==> src/rtl/wb_stage.sv <==
// Writeback stage: selects and aligns the result, then holds it in an output register with a one-entry skid buffer.
// Latency is 1 cycle. ready_out is registered and drops only while the skid entry is occupied.
module wb_stage #(
  parameter int XLEN  = 32,
  parameter int RA_W  = 5,
  parameter int CNT_W = 64
) (
  input  logic              clk_in,
  input  logic              rst_n_in,
  input  logic              valid_in,
  output logic              ready_out,
  input  logic [2:0]        wb_mux_sel_in,
  input  logic [XLEN-1:0]   alu_result_in,
  input  logic [XLEN-1:0]   imm_in,
  input  logic [XLEN-1:0]   iadder_in,
  input  logic [XLEN-1:0]   pc_plus_4_in,
  input  logic [XLEN-1:0]   csr_data_in,
  input  logic [XLEN-1:0]   load_data_in,
  input  logic [1:0]        load_size_in,
  input  logic              load_unsigned_in,
  input  logic [1:0]        addr_lsb_in,
  input  logic [RA_W-1:0]   rd_addr_in,
  input  logic              rf_wr_en_in,
  input  logic              rf_ready_in,
  output logic              valid_out,
  output logic              rf_wr_en_out,
  output logic [RA_W-1:0]   rd_addr_out,
  output logic [XLEN-1:0]   rd_data_out,
  output logic              misalign_err_out,
  output logic [CNT_W-1:0]  instret_out
);

  typedef struct packed {
    logic [XLEN-1:0] data;
    logic [RA_W-1:0] rd;
    logic            wr_en;
    logic            mis;
  } entry_t;

  entry_t            or_q, or_d, sk_q, sk_d, new_entry;
  logic              or_vld_q, or_vld_d, sk_vld_q, sk_vld_d;
  logic [CNT_W-1:0]  instret_q, instret_d;
  logic [XLEN-1:0]   shifted, ld_ext, sel_data;
  logic              is_load, mis, accept, retire;

  assign shifted = load_data_in >> {addr_lsb_in, 3'b000};
  assign is_load = (wb_mux_sel_in == 3'b001);
  assign mis     = is_load &&
                   (((load_size_in == 2'b01) && addr_lsb_in[0]) ||
                    (load_size_in[1] && (addr_lsb_in != 2'b00)));

  // Fill with the sign bit first, then overlay the extracted field.
  always_comb begin
    ld_ext = shifted;
    case (load_size_in)
      2'b00: begin
        ld_ext      = {XLEN{~load_unsigned_in & shifted[7]}};
        ld_ext[7:0] = shifted[7:0];
      end
      2'b01: begin
        ld_ext       = {XLEN{~load_unsigned_in & shifted[15]}};
        ld_ext[15:0] = shifted[15:0];
      end
      2'b10: begin
        ld_ext       = {XLEN{~load_unsigned_in & shifted[31]}};
        ld_ext[31:0] = shifted[31:0];
      end
      default: ld_ext = shifted;
    endcase
  end

  always_comb begin
    case (wb_mux_sel_in)
      3'b001:  sel_data = mis ? '0 : ld_ext;
      3'b010:  sel_data = imm_in;
      3'b011:  sel_data = iadder_in;
      3'b100:  sel_data = csr_data_in;
      3'b101:  sel_data = pc_plus_4_in;
      default: sel_data = alu_result_in;
    endcase
  end

  assign new_entry = '{data: sel_data, rd: rd_addr_in, wr_en: rf_wr_en_in, mis: mis};
  assign accept    = valid_in & ready_out;
  assign retire    = or_vld_q & rf_ready_in;

  // Accept while the skid is full cannot happen, so a skid drain never collides with new data.
  always_comb begin
    or_d      = or_q;
    sk_d      = sk_q;
    or_vld_d  = or_vld_q;
    sk_vld_d  = sk_vld_q;
    instret_d = instret_q;
    if (retire) begin
      instret_d = instret_q + 1'b1;
      if (sk_vld_q) begin
        or_d     = sk_q;
        sk_vld_d = 1'b0;
      end else if (accept) begin
        or_d = new_entry;
      end else begin
        or_vld_d = 1'b0;
      end
    end else if (accept) begin
      if (!or_vld_q) begin
        or_d     = new_entry;
        or_vld_d = 1'b1;
      end else begin
        sk_d     = new_entry;
        sk_vld_d = 1'b1;
      end
    end
  end

  always_ff @(posedge clk_in or negedge rst_n_in) begin
    if (!rst_n_in) begin
      or_q      <= '0;
      sk_q      <= '0;
      or_vld_q  <= 1'b0;
      sk_vld_q  <= 1'b0;
      instret_q <= '0;
    end else begin
      or_q      <= or_d;
      sk_q      <= sk_d;
      or_vld_q  <= or_vld_d;
      sk_vld_q  <= sk_vld_d;
      instret_q <= instret_d;
    end
  end

  assign ready_out        = ~sk_vld_q;
  assign valid_out        = or_vld_q;
  assign rd_addr_out      = or_q.rd;
  assign rd_data_out      = or_q.data;
  assign rf_wr_en_out     = or_vld_q & or_q.wr_en & (or_q.rd != '0) & ~or_q.mis;
  assign misalign_err_out = retire & or_q.mis;
  assign instret_out      = instret_q;

endmodule

==> config.mk <==
export PLATFORM = sky130hd
export DESIGN_NAME = wb_stage
export DESIGN_NICKNAME = d
export VERILOG_FILES = /design/src/rtl/wb_stage.sv
export SDC_FILE = /design/constraint.sdc
export NUM_CORES = 1
export LEC_CHECK = 0
export ABC_AREA = 1
export CORE_MARGIN = 5
export CORE_UTILIZATION = 51
export CTS_CLUSTER_DIAMETER = 150
export DETAILED_ROUTE_END_ITERATION = 10
export MAX_ROUTING_LAYER = met4
export PLACE_DENSITY = 0.91
export SLEW_MARGIN = 20
export SYNTH_ARGS = -nofsm -noshare
export SYNTH_HDL_FRONTEND = slang
export SYNTH_SLANG_ARGS = --single-unit
==> constraint.sdc <==
create_clock -name clk_in -period 5.05 [get_ports clk_in]
set_input_delay 1.01 -clock clk_in [delete_from_list [all_inputs] [get_ports clk_in]]
set_output_delay 1.01 -clock clk_in [all_outputs]
set_load 0.05 [all_outputs]
==> images/final_placement.png <==
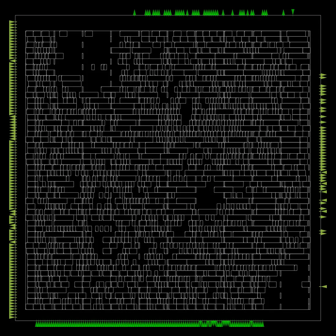
FF+latch count: 144
number of well taps: 260
Site Rows: 50
final core occ: 71.77%
fillers: 1512

==> images/met3.png <==
Bar = 50 um.
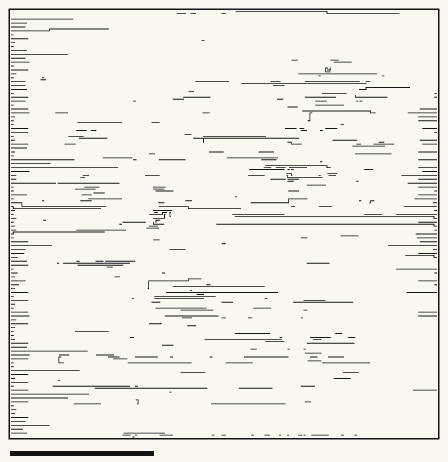
wire length on this layer = 2630 um
longest straight run = 75.7 um
nets with wire on the layer = 301
share of all routed wire = 7.6%
main direction = horizontal
Via Count: 10.87k
met3 Use GR: 5.743%

==> images/drive_strength.png <==
Bar = 50 um.
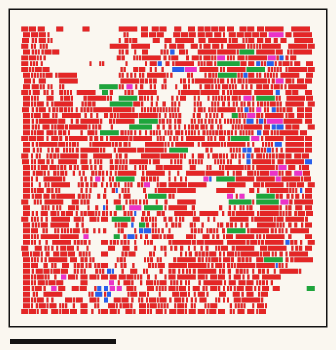
red -> drive 1 or less  # cells 1695, most used nand2_1
blue -> drive 2  # cells 40, most used nor2_2
magenta -> drive 3 to 4  # cells 28, most used buf_4
green -> drive 6 and up  # cells 29, most used clkbuf_16
Area growth, synth to finish: 37.49%
final non-filler cell area: 13560 um^2

==> images/metal_stack.png <==
Bar = 50 um.
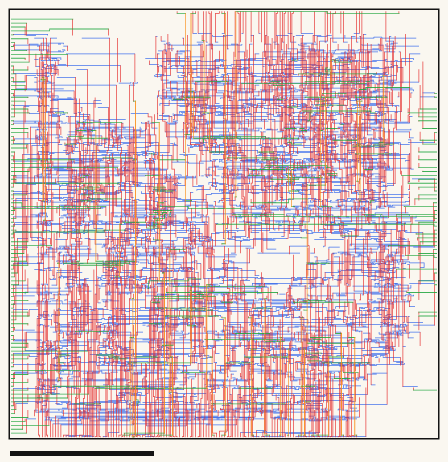
orange -> met4  # wire length 1570 um
blue -> met1  # wire length 13300 um
red -> met2  # wire length 17000 um
green -> met3  # wire length 2630 um
Routed wire per std cell: 16.80 um
GR Util All Layers: 31.95%
drt total wl: 34490 um

[report_power, final]
| part | leakage, uW | internal (uW) | total [uW] | switching [uW] |
|---|---|---|---|---|
| clock | 0.000317 | 887 | 1420 | 532 |
| combinational | 0.00418 | 761 | 2230 | 1470 |
| sequential | 0.00186 | 1480 | 1680 | 200 |
| total | 0.00636 | 3130 | 5340 | 2200 |
[metal layers]
metal / vias to the layer above / GRT usage [%] / share of wire, %
li1: 5259 / - / -
met1: 4973 / 38.00 / 39
met2: 543 / 53.65 / 49
met3: 96 / 5.743 / 7.6
met4: 0 / 13.23 / 4.5
met5: - / - / 0
==> out/metrics.yaml <==
outcome:
  status: "finished, final reports clean"
worst_setup_path:
  crit_start: "rf_ready_in"
  slowest_stage: "clkdlybuf4s50_1"
  r2r.worst_path.cells: 8
  crit_type: "primary input to output port"
  cpPeakStageDelay_ps: 820
  crit_top_cell: "clkdlybuf4s50_1"
min_path:
  holdPathStages: 2
grt:
  overflow: 0
final_layout:
  largest_reg_flops: 64
  n_antenna_cell: 1
  drive_gt1_share_pct: 5.413
  n_clock_buffer: 18
  combGateArea_um2: 5410
  layout_top_cell: "nand2_1"
  buffer_area_share_pct: 23.74
  comb_cells: 1201
  seq_area_share_pct: 26.58
  finalNetCount: 1990
power:
  p_per_area_nw_per_um2: 393.5
  total_power_uw: 5336
drt:
  drcViolationCount: 0
  dr.pass1.iters: 5
clocking:
  tritoncts: "yes"
  cts-root-buf: "clkbuf_16"
  cts_buffers: 17
  clk_pin_slew_ps: 60
yosys:
  floorplan.nets: 1737
  aoi_share_pct: 5.900
  synth.area.mux_share_pct: 0
  yosys.cell_count.top_type: "nand2_1"
  yosys.area.top_type_share_pct: 36.54
die:
  dieWidth_um: 149.1
sta:
  setup_viol: 0
  final.min_clock_period_ps: 3756
  finalMaxSlewViolations: 0
  fin_crit_sh_pct: 74.38
place:
  routabilityCongestion: 1.008
  place_hpwl_um: 26990
run:
  tool_warnings: 28
  drv_cap: 0
No activity file was given, so power comes from the tool's default toggle rates.
